### config.mk
export PLATFORM = sky130hd
export DESIGN_NAME = bnq_param_sequencer
export DESIGN_NICKNAME = d
export VERILOG_FILES = /design/src/rtl/bnq_pkg.sv /design/src/rtl/bnq_param_table.sv /design/src/rtl/bnq_param_sequencer.sv
export SDC_FILE = /design/constraint.sdc
export NUM_CORES = 2
export LEC_CHECK = 0
export CORE_AREA = 2 2 429 431
export DETAILED_ROUTE_END_ITERATION = 8
export DIE_AREA = 0 0 431 433
export REMOVE_ABC_BUFFERS = 1
export SETUP_SLACK_MARGIN = 0.3
export SKIP_LAST_GASP = 1
export SLEW_MARGIN = 20
export SYNTH_ARGS = -nofsm -noshare
export SYNTH_HDL_FRONTEND = slang
export SYNTH_SLANG_ARGS = --single-unit
### constraint.sdc
create_clock -name clk -period 14.4 [get_ports clk]
set_clock_uncertainty 0.15 [all_clocks]
set_input_delay 2.16 -clock clk [delete_from_list [all_inputs] [get_ports clk]]
set_output_delay 2.16 -clock clk [all_outputs]
set_load 0.05 [all_outputs]
### src/rtl/bnq_pkg.sv
// Shared types and default widths for the batch-norm/quantize parameter sequencer.
package bnq_pkg;

  localparam int DEF_DATA_BITS  = 27;
  localparam int DEF_PARAM_BITS = 16;
  localparam int DEF_ACT_BITS   = 8;
  localparam int BN_LATENCY     = 4;

  typedef enum logic [1:0] {
    IDLE  = 2'd0,
    RUN   = 2'd1,
    DRAIN = 2'd2
  } state_t;

endpackage

### src/rtl/bnq_param_table.sv
// Per-output-channel scale/bias register file: one write port, one asynchronous read port.
// Contents are deliberately not reset so a layer's table survives a mid-run reset.
module bnq_param_table
  import bnq_pkg::*;
#(
  parameter int PARAM_BITS = DEF_PARAM_BITS,
  parameter int MAX_CH     = 64,
  parameter int CH_W       = 6
) (
  input  logic                  clk,
  input  logic                  i_we,
  input  logic [CH_W-1:0]       i_waddr,
  input  logic [PARAM_BITS-1:0] i_wscale,
  input  logic [PARAM_BITS-1:0] i_wbias,
  input  logic [CH_W-1:0]       i_raddr,
  output logic [PARAM_BITS-1:0] o_scale,
  output logic [PARAM_BITS-1:0] o_bias
);

  logic [2*PARAM_BITS-1:0] r_mem [MAX_CH];

  // Store scale in the upper half and bias in the lower half of each entry.
  always_ff @(posedge clk) begin
    if (i_we) begin
      r_mem[i_waddr] <= {i_wscale, i_wbias};
    end
  end

  assign {o_scale, o_bias} = r_mem[i_raddr];

endmodule

### src/rtl/bnq_param_sequencer.sv
// Layer sequencer for the BN/quantize/activation unit: owns the channel parameter table,
// accepts the accumulator stream, forwards each word with its channel's scale/bias and
// counts results returning from the BN unit to detect layer completion.
//
// Handshake: a word transfers on a rising edge where in_valid && in_ready are both high;
// in_ready depends only on the FSM state, never on in_valid.
module bnq_param_sequencer
  import bnq_pkg::*;
#(
  parameter int DATA_BITS  = DEF_DATA_BITS,
  parameter int PARAM_BITS = DEF_PARAM_BITS,
  parameter int MAX_CH     = 64,
  parameter int CH_W       = 6,
  parameter int PIX_W      = 16
) (
  input  logic                  clk,
  input  logic                  reset,
  input  logic                  cfg_start,
  input  logic [CH_W:0]         cfg_num_ch,
  input  logic [PIX_W-1:0]      cfg_num_pix,
  input  logic [2:0]            cfg_act_shift,
  input  logic [4:0]            cfg_bias_shift,
  input  logic                  cfg_is_last,
  input  logic                  prm_we,
  input  logic [CH_W-1:0]       prm_addr,
  input  logic [PARAM_BITS-1:0] prm_scale,
  input  logic [PARAM_BITS-1:0] prm_bias,
  input  logic                  in_valid,
  input  logic [DATA_BITS-1:0]  in_data,
  output logic                  in_ready,
  output logic [DATA_BITS-1:0]  bn_accum,
  output logic                  bn_accum_vld,
  output logic [PARAM_BITS-1:0] bn_scale,
  output logic [PARAM_BITS-1:0] bn_bias,
  output logic [2:0]            bn_act_shift,
  output logic [4:0]            bn_bias_shift,
  output logic                  bn_is_last_layer,
  input  logic                  bn_vld_out,
  output logic                  busy,
  output logic                  done,
  output logic                  cfg_err,
  output logic [1:0]            dbg_state
);

  localparam int              OUT_W    = CH_W + 1 + PIX_W;
  localparam logic [CH_W:0]   MAX_CH_V = (CH_W+1)'(MAX_CH);
  localparam logic [CH_W:0]   CH_ONE   = (CH_W+1)'(1);
  localparam logic [PIX_W-1:0] PIX_ONE = PIX_W'(1);

  state_t                r_state;
  state_t                w_next_state;
  logic [PIX_W-1:0]      r_pix_cnt;
  logic [CH_W-1:0]       r_ch_cnt;
  logic [OUT_W-1:0]      r_out_cnt;
  logic [CH_W:0]         r_num_ch;
  logic [PIX_W-1:0]      r_num_pix;
  logic [2:0]            r_act_shift;
  logic [4:0]            r_bias_shift;
  logic                  r_is_last;
  logic                  r_err;
  logic                  r_err_done;
  logic [DATA_BITS-1:0]  r_bn_accum;
  logic                  r_bn_vld;
  logic [PARAM_BITS-1:0] r_bn_scale;
  logic [PARAM_BITS-1:0] r_bn_bias;

  logic                  w_idle;
  logic                  w_start;
  logic                  w_cfg_bad;
  logic                  w_accept;
  logic                  w_last_pix;
  logic                  w_last_word;
  logic                  w_drain_done;
  logic                  w_tbl_we;
  logic [OUT_W-1:0]      w_total;
  logic [PARAM_BITS-1:0] w_tbl_scale;
  logic [PARAM_BITS-1:0] w_tbl_bias;

  assign w_idle      = (r_state == IDLE);
  assign w_start     = cfg_start && w_idle;
  assign w_cfg_bad   = (cfg_num_ch == '0) || (cfg_num_ch > MAX_CH_V) || (cfg_num_pix == '0);
  assign w_accept    = in_valid && in_ready;
  assign w_last_pix  = (r_pix_cnt == (r_num_pix - PIX_ONE));
  assign w_last_word = w_last_pix && ({1'b0, r_ch_cnt} == (r_num_ch - CH_ONE));
  assign w_total     = OUT_W'(r_num_ch) * OUT_W'(r_num_pix);
  // Writes only land while idle; a write in the start cycle still commits before any accept.
  assign w_tbl_we    = prm_we && w_idle;

  bnq_param_table #(
    .PARAM_BITS (PARAM_BITS),
    .MAX_CH     (MAX_CH),
    .CH_W       (CH_W)
  ) u_table (
    .clk      (clk),
    .i_we     (w_tbl_we),
    .i_waddr  (prm_addr),
    .i_wscale (prm_scale),
    .i_wbias  (prm_bias),
    .i_raddr  (r_ch_cnt),
    .o_scale  (w_tbl_scale),
    .o_bias   (w_tbl_bias)
  );

  // State register.
  always_ff @(posedge clk or posedge reset) begin
    if (reset) begin
      r_state <= IDLE;
    end else begin
      r_state <= w_next_state;
    end
  end

  // Next-state logic and state-decoded outputs.
  always_comb begin
    w_next_state = r_state;
    in_ready     = 1'b0;
    busy         = 1'b0;
    w_drain_done = 1'b0;
    case (r_state)
      IDLE: begin
        if (cfg_start && !w_cfg_bad) begin
          w_next_state = RUN;
        end
      end
      RUN: begin
        in_ready = 1'b1;
        busy     = 1'b1;
        if (in_valid && w_last_word) begin
          w_next_state = DRAIN;
        end
      end
      DRAIN: begin
        busy = 1'b1;
        if (r_out_cnt == w_total) begin
          w_drain_done = 1'b1;
          w_next_state = IDLE;
        end
      end
      default: begin
        w_next_state = IDLE;
      end
    endcase
  end

  // Latched layer config plus pixel/channel/result counters.
  always_ff @(posedge clk or posedge reset) begin
    if (reset) begin
      r_num_ch     <= '0;
      r_num_pix    <= '0;
      r_act_shift  <= '0;
      r_bias_shift <= '0;
      r_is_last    <= 1'b0;
      r_pix_cnt    <= '0;
      r_ch_cnt     <= '0;
      r_out_cnt    <= '0;
    end else if (w_start) begin
      r_num_ch     <= cfg_num_ch;
      r_num_pix    <= cfg_num_pix;
      r_act_shift  <= cfg_act_shift;
      r_bias_shift <= cfg_bias_shift;
      r_is_last    <= cfg_is_last;
      r_pix_cnt    <= '0;
      r_ch_cnt     <= '0;
      r_out_cnt    <= '0;
    end else begin
      if (w_accept) begin
        if (w_last_pix) begin
          r_pix_cnt <= '0;
          r_ch_cnt  <= r_ch_cnt + CH_W'(1);
        end else begin
          r_pix_cnt <= r_pix_cnt + PIX_ONE;
        end
      end
      if (bn_vld_out && !w_idle) begin
        r_out_cnt <= r_out_cnt + OUT_W'(1);
      end
    end
  end

  // Sticky error flag (cleared by an accepted start) and the done pulse for a rejected config.
  always_ff @(posedge clk or posedge reset) begin
    if (reset) begin
      r_err      <= 1'b0;
      r_err_done <= 1'b0;
    end else begin
      r_err_done <= w_start && w_cfg_bad;
      if (w_start) begin
        r_err <= w_cfg_bad;
      end
      if ((prm_we && !w_idle) || (cfg_start && !w_idle) || (bn_vld_out && w_idle)) begin
        r_err <= 1'b1;
      end
    end
  end

  // Forward register: word and its channel parameters leave together one cycle after accept.
  always_ff @(posedge clk or posedge reset) begin
    if (reset) begin
      r_bn_vld   <= 1'b0;
      r_bn_accum <= '0;
      r_bn_scale <= '0;
      r_bn_bias  <= '0;
    end else begin
      r_bn_vld <= w_accept;
      if (w_accept) begin
        r_bn_accum <= in_data;
        r_bn_scale <= w_tbl_scale;
        r_bn_bias  <= w_tbl_bias;
      end
    end
  end

  assign bn_accum         = r_bn_accum;
  assign bn_accum_vld     = r_bn_vld;
  assign bn_scale         = r_bn_scale;
  assign bn_bias          = r_bn_bias;
  assign bn_act_shift     = r_act_shift;
  assign bn_bias_shift    = r_bias_shift;
  assign bn_is_last_layer = r_is_last;
  assign done             = r_err_done || w_drain_done;
  assign cfg_err          = r_err;
  assign dbg_state        = r_state;

endmodule

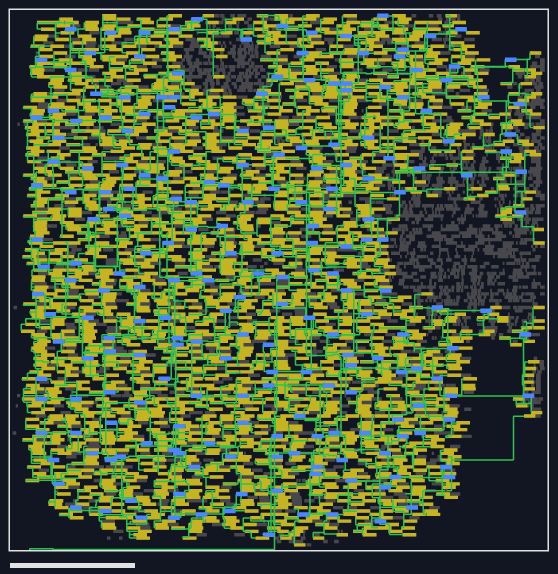
**Above:** clock network drawn from the DEF.
Bar = 100 µm.
Key: green = clock wires [length 24.8 mm]; blue = clock-net drivers [count 219]; yellow = flip-flops [count 2189]
Position of the flops: widely spread. There are 220 routed clock nets.

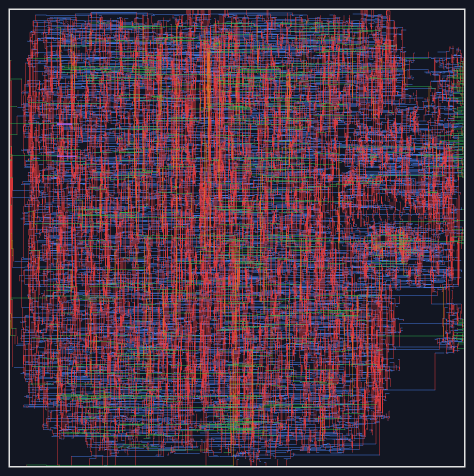
**Above:** signal wires by layer.
Key: orange = M4 [wire length 4810 µm]; red = M2 [wire length 116 mm]; purple = M5 [wire length 29.4 µm]; green = M3 [wire length 14600 µm]; blue = M1 [wire length 93.1 mm]

==> flow_metrics.tcl <==
# collected from the flow reports
set metrics [dict create \
    r2r_end "dbg_state[1]" \
    p_sw_share_pct 29.41 \
    regArea_um2 65050 \
    port-buffer-count 177 \
    start_kind "flip-flop" \
    ys_seq_share_pct 73.38 \
    fin_tns_setup_ns 0 \
    cp_data_arrival_time_ns 7.49 \
    simple_gate_area_share_pct 3.270 \
    die_h_um 433 \
    clock_path_buffers 3 \
    crit_cells 17 \
    log.warning_count 28 \
    outcome "completed" \
    max_stage_delay_ns 0.83 \
    synth_flops 2189 \
    core.rowCount 157 \
    slew_headroom_pct 21.19 \
    taps 2385 \
    clock_area_share_pct 6.718 \
    slew_violations 0 \
    ant_nets 0 \
    cts_tree "built" \
    grt_pass1_vias 44270 \
    p_seq_mw 7.30 \
    clk_pin_slew_worst_paths_ns 0.06 \
    numPlacedInstances 6682 \
    met1_usage_pct 34.31 \
    syn2layout_area_growth_pct 13.51 \
    ys_top_cells_by_count "edfxtp_1, mux4_2, nand2_1" \
    synthCells 4245 \
    path_buffers 3 \
    grt.total_usage_pct 24.69 \
    r2r_cells 17 \
    synthFlopType "edfxtp_1" \
    grt_pass1_wl_um 324900 \
    adder_share_pct 2.251 \
    cp_top_family "adder cells" \
    stdcell_count 7095 \
    ys_top_logic_family "multiplexers" \
    cellPowerDensity_nw_per_um2 162.7 \
    intPower_mw 11.55 \
    utilization_pct 55.24 \
    hold_viol 0 \
    dieArea_um2 186600 \
    comb_share_pct 22.75 \
    yosys_area_um2 88620 \
    grt-busiest-layer "met2" \
    cts_hold_buf 0 \
    edf_count 2048 \
    fin_crit_sh_pct 68.04 \
    worstSetupPathType "flip-flop to output pin" \
    most_common_cell "edfxtp_1" \
    remaining_drc_errors 0 \
    ff2ff_setup_slack_ns 8.05 \
    ys_warn_count 0 \
    drt_iter0_drc 5091 \
    routed_wl_um 228100 \
    dp_hpwl_um 118200 \
    gp_congestion 0.8598 \
    via_per_inst 6.123 \
    power.group.top "sequential cells" \
    synth_cell_types 72 \
    ir_worst_vdd_mv 0.2262 \
    cpMaxStageDelayCell "clkdlybuf4s50_1" \
    h-tree-depth 4 \
    avgSynthCellArea_um2 20.88 \
    post-place-ws_ns 5.515 \
    yosys_cells 4245 \
    seq_share_pct 64.67 \
    mux_share_pct 17.63 \
    die_w_um 431 \
    wl_met1_um 93140 \
    post_cts_buffers 0 \
    final_cell_area_um2 100600 \
    power_frac_comb_pct 22.4 \
    xor_area_share_pct 0.6001 \
    aoi_share_pct 1.521 \
    whs_ns 0.3229 \
    grt_antenna_before_repair 20 \
    worstSetupEndpoint "done" \
    p_leak_nw 31.22 \
    n_fill_cell 13810 \
    drv_cap 0 \
    signal_buffers 282 \
    topCellsByArea "edfxtp_1, mux4_2, dfrtp_1" \
    highest_layer "met5" \
    io_pins 178 \
    cts-resized-gates 0 \
    largest_reg_flops 2048 \
    initCoreUtil_pct 48.67 \
    setup_violations 0 \
    crit_chain "and2_1, fa_1, inv_1, fa_1, fa_1, fa_1, inv_1, ha_1, nand2_1, o21ai_0, or3b_2, nand2_1, mux4_2, nor4_1, nand4_1, o21bai_1, clkdlybuf4s50_1" \
    postSynth.asyncResetShare_pct 6.441 \
    comb_cells 1742 \
    fin_crit_ns 9.798 \
    crit_top_cell "fa_1" \
    rsz0062_at_grt "false" \
    routedWlPerCell_um 32.15 \
    yosys.area.top_type "edfxtp_1" \
    inverters 87 \
    required_ns 12.09 \
    comb-power_mw 3.66 \
    fin_ws_ns 4.602 \
    fmax_mhz 102.1 \
    hold_class "flip-flop to flip-flop" \
    global_route.usage.met2_pct 41.46 \
    worst_pin_slew_ns 1.170 \
    combGateArea_um2 22880 \
    netSwitchingPower_mw 4.813 \
    r2r-start "r_num_ch[2]" \
    max_flop_register "u_table.r_mem" \
    hold_depth 2 \
    drive_gt1_share_pct 26.32 \
    grt_use_met3_pct 3.713 \
    total_power_mw 16.36 \
    core-area_um2 182100 \
    flops 2189 \
    grt_max_degree 94 \
    bufAreaShareNonClock_pct 2.557 \
    cp_max_fo 22 \
    cp-end-kind "output pin" \
    dr.pass1.iters 6 \
    clkPwrFrac_pct 33.0 \
    route.met3.wl_um 14640 \
    pg_clk_mw 5.40 \
    clockRootBuffer "clkbuf_16" \
    vias 43440 \
    dominant_cells "sequential cells" \
    top_area_share_pct 69.40 \
    critPathLaunch "r_num_ch[2]" \
    hold_end "bn_bias_shift[2]" \
    place_area_um2 93680 \
    hold_path_startpoint "bn_bias_shift[2]" \
    fin_nets 4742 \
    n_antenna_cell 7 \
    syn_area_um2 88620 \
    grt_overflow 0 \
    pwr-share-seq_pct 44.6 \
    routed-wl-met2_um 115500 \
]
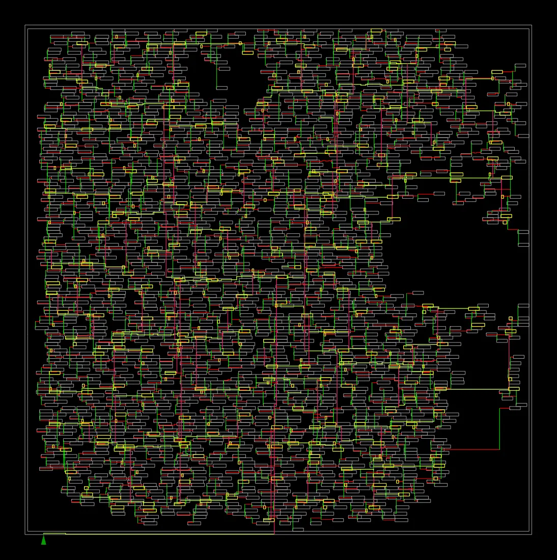
**Above:** clock routing.
clk_lat worst skew: 0.85 ns
CLK BUF: 295
Inserted Clock Buffers: 219
total clock sinks: 2189

[layout by cell type, fill, tap and decap left out, drive strengths merged, types with 28 or more instances in the layout]
cell type / netlist / routed
clkinv: 0 / 87
mux2: 60 / 60
a21oi: 50 / 50
inv: 87 / 92
clkdlybuf4s50: 0 / 145
nor2: 151 / 151
buf: 78 / 137
and2: 57 / 57
mux4: 654 / 654
clkbuf: 149 / 295
edfxtp: 2048 / 2048
o21ai: 98 / 98
nand3: 34 / 34
dfrtp: 141 / 141
ha: 49 / 49
xnor2: 30 / 30
nand2: 226 / 226
xor2: 28 / 28
fa: 69 / 69
[cell families (layout without fill, tap and decap cells)]
logic type,after synthesis,count (layout)
compound gates,223,223
buf+inv,314,772
fa+ha+maj,118,118
simple gates,606,606
mux,736,736
other cells,0,7
xor+xnor,59,59
flops,2189,2189
Power figures rest on the tool's default switching activity, not on a simulated workload.
